`config.mk`:
```
export PLATFORM = sky130hd
export DESIGN_NAME = addon_uart_tx
export DESIGN_NICKNAME = d
export VERILOG_FILES = /design/src/rtl/addon_pkg.sv /design/src/rtl/addon_baud_gen.sv /design/src/rtl/addon_uart_tx.sv
export SDC_FILE = /design/constraint.sdc
export NUM_CORES = 1
export LEC_CHECK = 0
export ABC_AREA = 1
export CORE_MARGIN = 2
export CORE_UTILIZATION = 60
export CTS_BUF_LIST = sky130_fd_sc_hd__clkbuf_8
export DETAILED_ROUTE_END_ITERATION = 12
export PLACE_DENSITY = 0.87
export SYNTH_ARGS = -nofsm -noshare
export SYNTH_HDL_FRONTEND = slang
export SYNTH_SLANG_ARGS = --single-unit
```
`constraint.sdc`:
```
create_clock -name clk -period 2.67 [get_ports clk]
set_clock_uncertainty 0.1 [all_clocks]
set_input_delay 0.534 -clock clk [delete_from_list [all_inputs] [get_ports clk]]
set_output_delay 0.534 -clock clk [all_outputs]
set_load 0.1 [all_outputs]
```
`src/rtl/addon_pkg.sv`:
```
// Shared types and framing constants for the addon result transmitter.
// Latency: n/a (package only).
// Backpressure: n/a (package only).
package addon_pkg;

    typedef enum logic [1:0] {
        IDLE,
        START,
        DATA,
        STOP
    } state_t;

    localparam int   DATA_BITS     = 8;
    localparam int   BYTES_PER_TXN = 2;
    localparam logic START_LVL     = 1'b0;
    localparam logic STOP_LVL      = 1'b1;
    localparam logic IDLE_LVL      = 1'b1;

endpackage

```
`src/rtl/addon_baud_gen.sv`:
```
// Bit-period timer: pulses bit_tick on the last cycle of each CLKS_PER_BIT period.
// Latency: first tick CLKS_PER_BIT cycles after run rises.
// Backpressure: none; counter is held at zero whenever run is low.
module addon_baud_gen #(
    parameter int unsigned CLKS_PER_BIT = 434
) (
    input  logic clk,
    input  logic rst,
    input  logic run,
    output logic bit_tick
);

    localparam int CW = $clog2(CLKS_PER_BIT);
    localparam logic [CW-1:0] LAST = CW'(CLKS_PER_BIT - 1);

    logic [CW-1:0] cnt;

    always_ff @(posedge clk) begin
        if (rst || !run) begin
            cnt <= '0;
        end else if (cnt == LAST) begin
            cnt <= '0;
        end else begin
            cnt <= cnt + CW'(1);
        end
    end

    assign bit_tick = run && (cnt == LAST);

endmodule

```
`src/rtl/addon_uart_tx.sv`:
```
// Adds two bytes on start and sends the 9-bit sum as two 8N1 frames (low byte, then carry).
// Latency: tx goes low the cycle after accept; done pulses 20*CLKS_PER_BIT cycles after accept.
// Backpressure: start is ignored while busy; no queuing.
module addon_uart_tx
    import addon_pkg::*;
#(
    parameter int unsigned CLKS_PER_BIT = 434
) (
    input  logic       clk,
    input  logic       rst,
    input  logic       start,
    input  logic [7:0] op_a,
    input  logic [7:0] op_b,
    output logic       tx,
    output logic       busy,
    output logic       done,
    output logic [8:0] sum_q
);

    state_t     state;
    logic [2:0] bit_cnt;
    logic       byte_idx;
    logic [7:0] shreg;
    logic       bit_tick;
    logic [8:0] sum_nxt;

    assign sum_nxt = {1'b0, op_a} + {1'b0, op_b};

    addon_baud_gen #(
        .CLKS_PER_BIT(CLKS_PER_BIT)
    ) u_baud (
        .clk     (clk),
        .rst     (rst),
        .run     (busy),
        .bit_tick(bit_tick)
    );

    always_ff @(posedge clk) begin
        if (rst) begin
            state    <= IDLE;
            tx       <= IDLE_LVL;
            busy     <= 1'b0;
            done     <= 1'b0;
            sum_q    <= '0;
            bit_cnt  <= '0;
            byte_idx <= 1'b0;
            shreg    <= '0;
        end else begin
            done <= 1'b0;
            case (state)
                IDLE: begin
                    tx <= IDLE_LVL;
                    if (start) begin
                        sum_q    <= sum_nxt;
                        shreg    <= sum_nxt[7:0];
                        busy     <= 1'b1;
                        tx       <= START_LVL;
                        byte_idx <= 1'b0;
                        bit_cnt  <= '0;
                        state    <= START;
                    end
                end
                START: begin
                    if (bit_tick) begin
                        tx      <= shreg[0];
                        shreg   <= {1'b0, shreg[7:1]};
                        bit_cnt <= '0;
                        state   <= DATA;
                    end
                end
                DATA: begin
                    if (bit_tick) begin
                        if (bit_cnt == 3'(DATA_BITS - 1)) begin
                            tx      <= STOP_LVL;
                            bit_cnt <= '0;
                            state   <= STOP;
                        end else begin
                            tx      <= shreg[0];
                            shreg   <= {1'b0, shreg[7:1]};
                            bit_cnt <= bit_cnt + 3'd1;
                        end
                    end
                end
                STOP: begin
                    if (bit_tick) begin
                        if (byte_idx == 1'(BYTES_PER_TXN - 1)) begin
                            tx    <= IDLE_LVL;
                            busy  <= 1'b0;
                            done  <= 1'b1;
                            state <= IDLE;
                        end else begin
                            // Carry byte starts straight after the first stop bit.
                            byte_idx <= 1'b1;
                            shreg    <= {7'b0, sum_q[8]};
                            tx       <= START_LVL;
                            state    <= START;
                        end
                    end
                end
                default: state <= IDLE;
            endcase
        end
    end

endmodule

```
Run 1, sequential cells coloured by netlist name:
Bar = 20 microns.
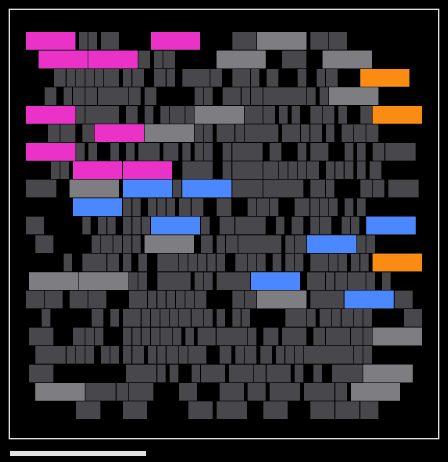
| netlist name | colour | placed flops |
|---|---|---|
| u_baud.cnt | magenta | 9 |
| shreg | blue | 8 |
| bit_cnt | orange | 3 |
Seq. pwr: 0.763 mW
sequential fraction of total cell area: 28.0%
area occupied by registers: 701 sq um
Post-Route Utilization: 74.9%

Run 1, cell classes on the final placement:
Bar = 20 microns. Fill, decap, tap and diode cells in grey.
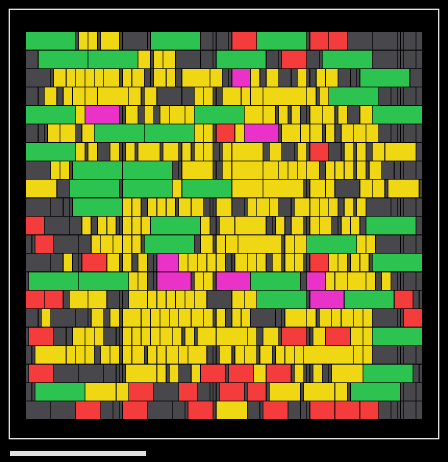
| class | colour | cells | share of their area |
|---|---|---|---|
| flops | green | 35 | 29% |
| combinational and other logic | yellow | 265 | 56% |
| clock drivers and dummy loads | magenta | 8 | 3.8% |
| other buffers and delay cells | red | 32 | 12% |
row cnt: 21
Design Area, Final: 2500 sq um
Core Footprint: 3340 sq um

Run 1, cell outlines without signal wires:
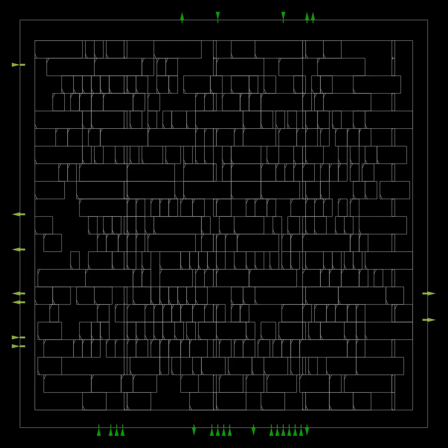
fin cells: 386
fill count: 261
sequential cell count: 35
tap cells: 46

==> job_summary.md, run 1 <==
### Metrics collected by this job

| Metric | Value |
|---|---|
| Tcrit/Tclk final | 84.5% |
| Crit path from | op_a[0] |
| Crit path kind | in2reg |
| Number of OpenROAD warnings | 31 |
| Switching Share | 50.7% |
| RSZ-0062 raised after global routing | false |
| Antenna viol nets, final | 0 |
| Port bufs | 30 |
| Final worst path period need | about 2.3 ns |
| Residual DRC count | 0 |
| Syn nets | roughly 340 |
| Crit Reg-Reg Startpoint | state[0] |
| Critical Path Slowest Stage Cell | clkdlybuf4s50_1 |
| Int Pwr | 1.32 mW |
| Data buffer area share | 11.4% |
| Post-synthesis average cell area | slightly below 7 sq um |
| Async set-reset flop share out of synthesis | 0% |
| Top cell category | logic gates |
| Area share, top type | approximately 34% |
| Outcome | complete, no violations |
| WL final | 4.44 mm |
| R2R depth | 7 |
| Largest power group | combinational logic |
| Layout Nets | approximately 380 |
Run 1, logic cells by family:
Bar = 20 microns.
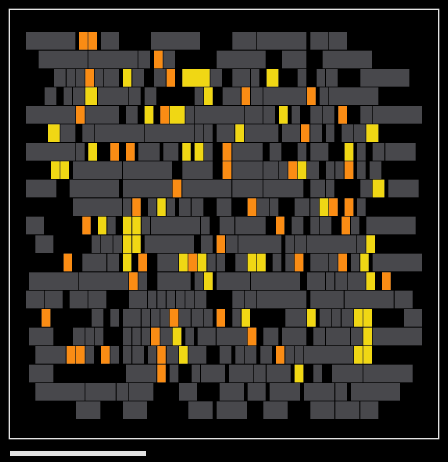

## Run 2: what changed since run 1
--- a/config.mk
+++ b/config.mk
@@ -7,10 +7,10 @@
 export LEC_CHECK = 0
 export ABC_AREA = 1
 export CORE_MARGIN = 2
-export CORE_UTILIZATION = 60
+export CORE_UTILIZATION = 56
 export CTS_BUF_LIST = sky130_fd_sc_hd__clkbuf_8
 export DETAILED_ROUTE_END_ITERATION = 12
-export PLACE_DENSITY = 0.87
+export PLACE_DENSITY = 0.82
 export SYNTH_ARGS = -nofsm -noshare
 export SYNTH_HDL_FRONTEND = slang
 export SYNTH_SLANG_ARGS = --single-unit
==> constraint.sdc (replaced) <==
create_clock -name clk -period 2.3 [get_ports clk]
set_clock_uncertainty 0.1 [all_clocks]
set_input_delay 0.46 -clock clk [delete_from_list [all_inputs] [get_ports clk]]
set_output_delay 0.46 -clock clk [all_outputs]
set_load 0.1 [all_outputs]
Run 2, logic cells by family:
Bar = 20 microns.
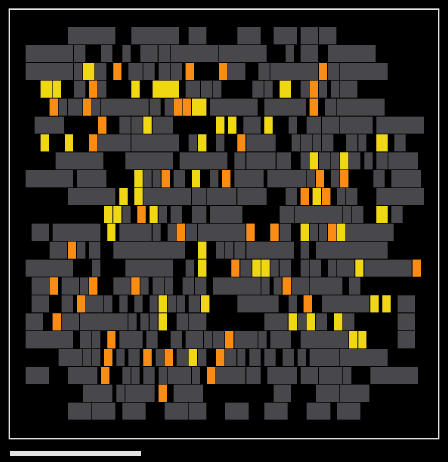
| family | colour | cells |
|---|---|---|
| inverters | orange | 44 |
| NOR gates | yellow | 45 |

==> run 2 against run 1 <==
Via count fell by 2.9%. Sequential power increased by 16%. Setup slack worse by 0.20 ns. Utilization down 4.4 points. Sequential share of layout area shrank 0.67 points. First-iteration DRC count rose by 20%. Critical endpoint is now shreg[6]. Largest cell class unchanged.
==> job_summary.md, run 2 <==
### Metrics collected by this job

| Metric | Value |
|---|---|
| Outcome | complete, no violations |
| Number of OpenROAD warnings | 31 (unchanged) |
| Gp weighted congestion | 0.884 |
| Largest power group | combinational logic |
| Data buffer area share | 11.7% (+0.31 points) |
| Top cell category | logic gates |
| Setup bufs post-CTS | 0 |
| Core Footprint | 3630 sq um (+8.9%) |
| Port bufs | 30 (unchanged) |
| Fill count | 305 (+17%) |
| Post-Route Utilization | 70.5% (-4.4 points) |
| Post-synthesis average cell area | 6.88 sq um (unchanged) |
| Tap cells | 48 (+4.3%) |
| Design Area, Final | 2560 sq um (+2.5%) |
| Met1 usage | 31.1% |
| H-tree level count | 2 |
| Antenna viol nets, final | 0 (unchanged) |
| Syn nets | 341 (unchanged) |
| Commonest Layout Cell | nand2_1 |
| RSZ-0062 raised after global routing | false |
| Worst Path Buf+Inv | 1 |
| Worst Path Required | approximately 2.4 ns |
| WL final | 4.36 mm (-1.8%) |
| Critical Path Slowest Stage Cell | clkdlybuf4s50_1 |
| Tcrit/Tclk final | 90.7% |
| Sequential cell count | 35 (unchanged) |
| Seq. pwr | 0.882 mW (+16%) |
| Mux share | 0% |
| Async set-reset flop share out of synthesis | 0% (unchanged) |
| CTS resizes | 0 |
| Residual DRC count | 0 (unchanged) |
| Switching Share | 47.2% (-3.6 points) |
| R2R depth | 7 (unchanged) |
| Area occupied by registers | 701 sq um (unchanged) |
| Row cnt | 22 (+4.8%) |
| Final worst path period need | 2.09 ns |
| Crit Reg-Reg Startpoint | state[0] |
| Met2 WL | 1.95 mm |
| Worst setup EP type | flip-flop |
| Layout Nets | 378 (+0.53%) |
| Fin cells | 390 (+1.0%) |
| Max Cap Viol | 0 |
## Run 3: what changed since run 2
--- a/config.mk
+++ b/config.mk
@@ -6,6 +6,7 @@
 export NUM_CORES = 1
 export LEC_CHECK = 0
 export ABC_AREA = 1
+export CAP_MARGIN = 20
 export CORE_MARGIN = 2
 export CORE_UTILIZATION = 56
 export CTS_BUF_LIST = sky130_fd_sc_hd__clkbuf_8
Run 3, logic cells by family:
Bar = 20 microns.
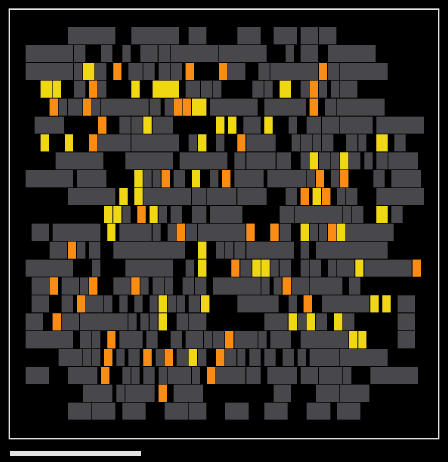
Commonest Layout Cell: nand2_1
fraction of area in multi-input gates: 46.8%
fin cells: 390

==> run 3 against run 2 <==
Setup slack unchanged. Clock-buffer cell count unchanged. Register-to-register slack about the same. Fmax unchanged. Sequential share of layout area unchanged. Non-clock buffer count unchanged. Synthesized cell count unchanged. Sequential cell count unchanged. Worst hold slack unchanged. Critical path type unchanged. Largest power group unchanged. Highest routed layer unchanged.
==> job_summary.md, run 3 <==
### Metrics collected by this job

| Metric | Value |
|---|---|
| Syn nets | 341 (unchanged) |
| Gp weighted congestion | 0.884 (unchanged) |
| Data buffer area share | 11.7% (unchanged) |
| Seq. pwr | 0.882 mW (about the same) |
| Setup bufs post-CTS | 0 (unchanged) |
| RSZ-0062 raised after global routing | false |
| Worst Path Required | 2.39 ns (about the same) |
| Worst setup EP type | flip-flop |
| Outcome | complete, no violations |
| Tcrit/Tclk final | 90.7% (unchanged) |
| Crit Reg-Reg Startpoint | state[0] |
| Max Cap Viol | 0 (unchanged) |
| Main synth FF type | dfxtp_1 |
| WL final | 4.36 mm (unchanged) |
| Worst Path Buf+Inv | 1 (unchanged) |
| R2R depth | 7 (unchanged) |
| Row cnt | 22 (unchanged) |
| Async set-reset flop share out of synthesis | 0% (unchanged) |
| Core Footprint | 3630 sq um (unchanged) |
| Hold WC Path Type | reg2reg |
| Layout Nets | 378 (unchanged) |
| Antenna viol nets, final | 0 (unchanged) |
| Port bufs | 30 (unchanged) |
| Mux share | 0% (unchanged) |
| Area occupied by registers | 701 sq um (unchanged) |
| Post-Route Utilization | 70.5% (unchanged) |
| Largest power group | combinational logic |
| Switching Share | 47.2% (unchanged) |
| Critical Path Slowest Stage Cell | clkdlybuf4s50_1 |
| GRT Overall Usage | 24.1% |
| Sequential cell count | 35 (unchanged) |
| Setup TNS | 0 ns |
| Residual DRC count | 0 (unchanged) |
| Met1 usage | 31.1% (unchanged) |
| Met2 WL | 1.95 mm (unchanged) |
| Top cell category | logic gates |
| CTS resizes | 0 (unchanged) |
| Vias in the first global route | 1849 |
| Post-synthesis average cell area | 6.88 sq um (unchanged) |
| Number of OpenROAD warnings | 31 (unchanged) |

==> notes/layouts.md <==
Pictures saved along the way, in no particular order.

Wiring by layer.
Bar = 20 microns.
picture 1
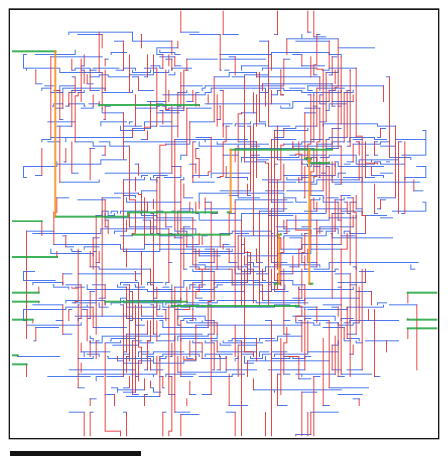
picture 2
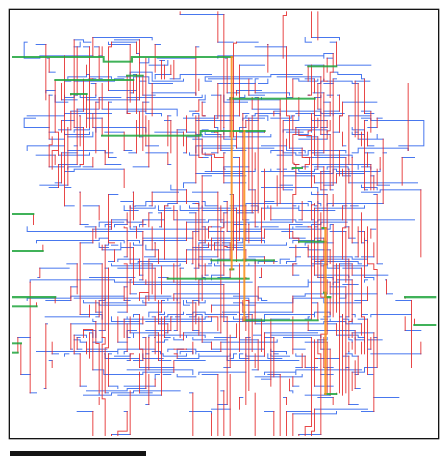
run 2 -> picture 1
run 1 -> picture 2

Key to picture 2:
| layer | colour | wire length |
|---|---|---|
| metal 2 | red | 2040 microns |
| metal 3 | green | 158 microns |
| metal 4 | orange | 83.6 microns |
| metal 1 | blue | 2160 microns |

No activity file was given, so power comes from the tool's default toggle rates.
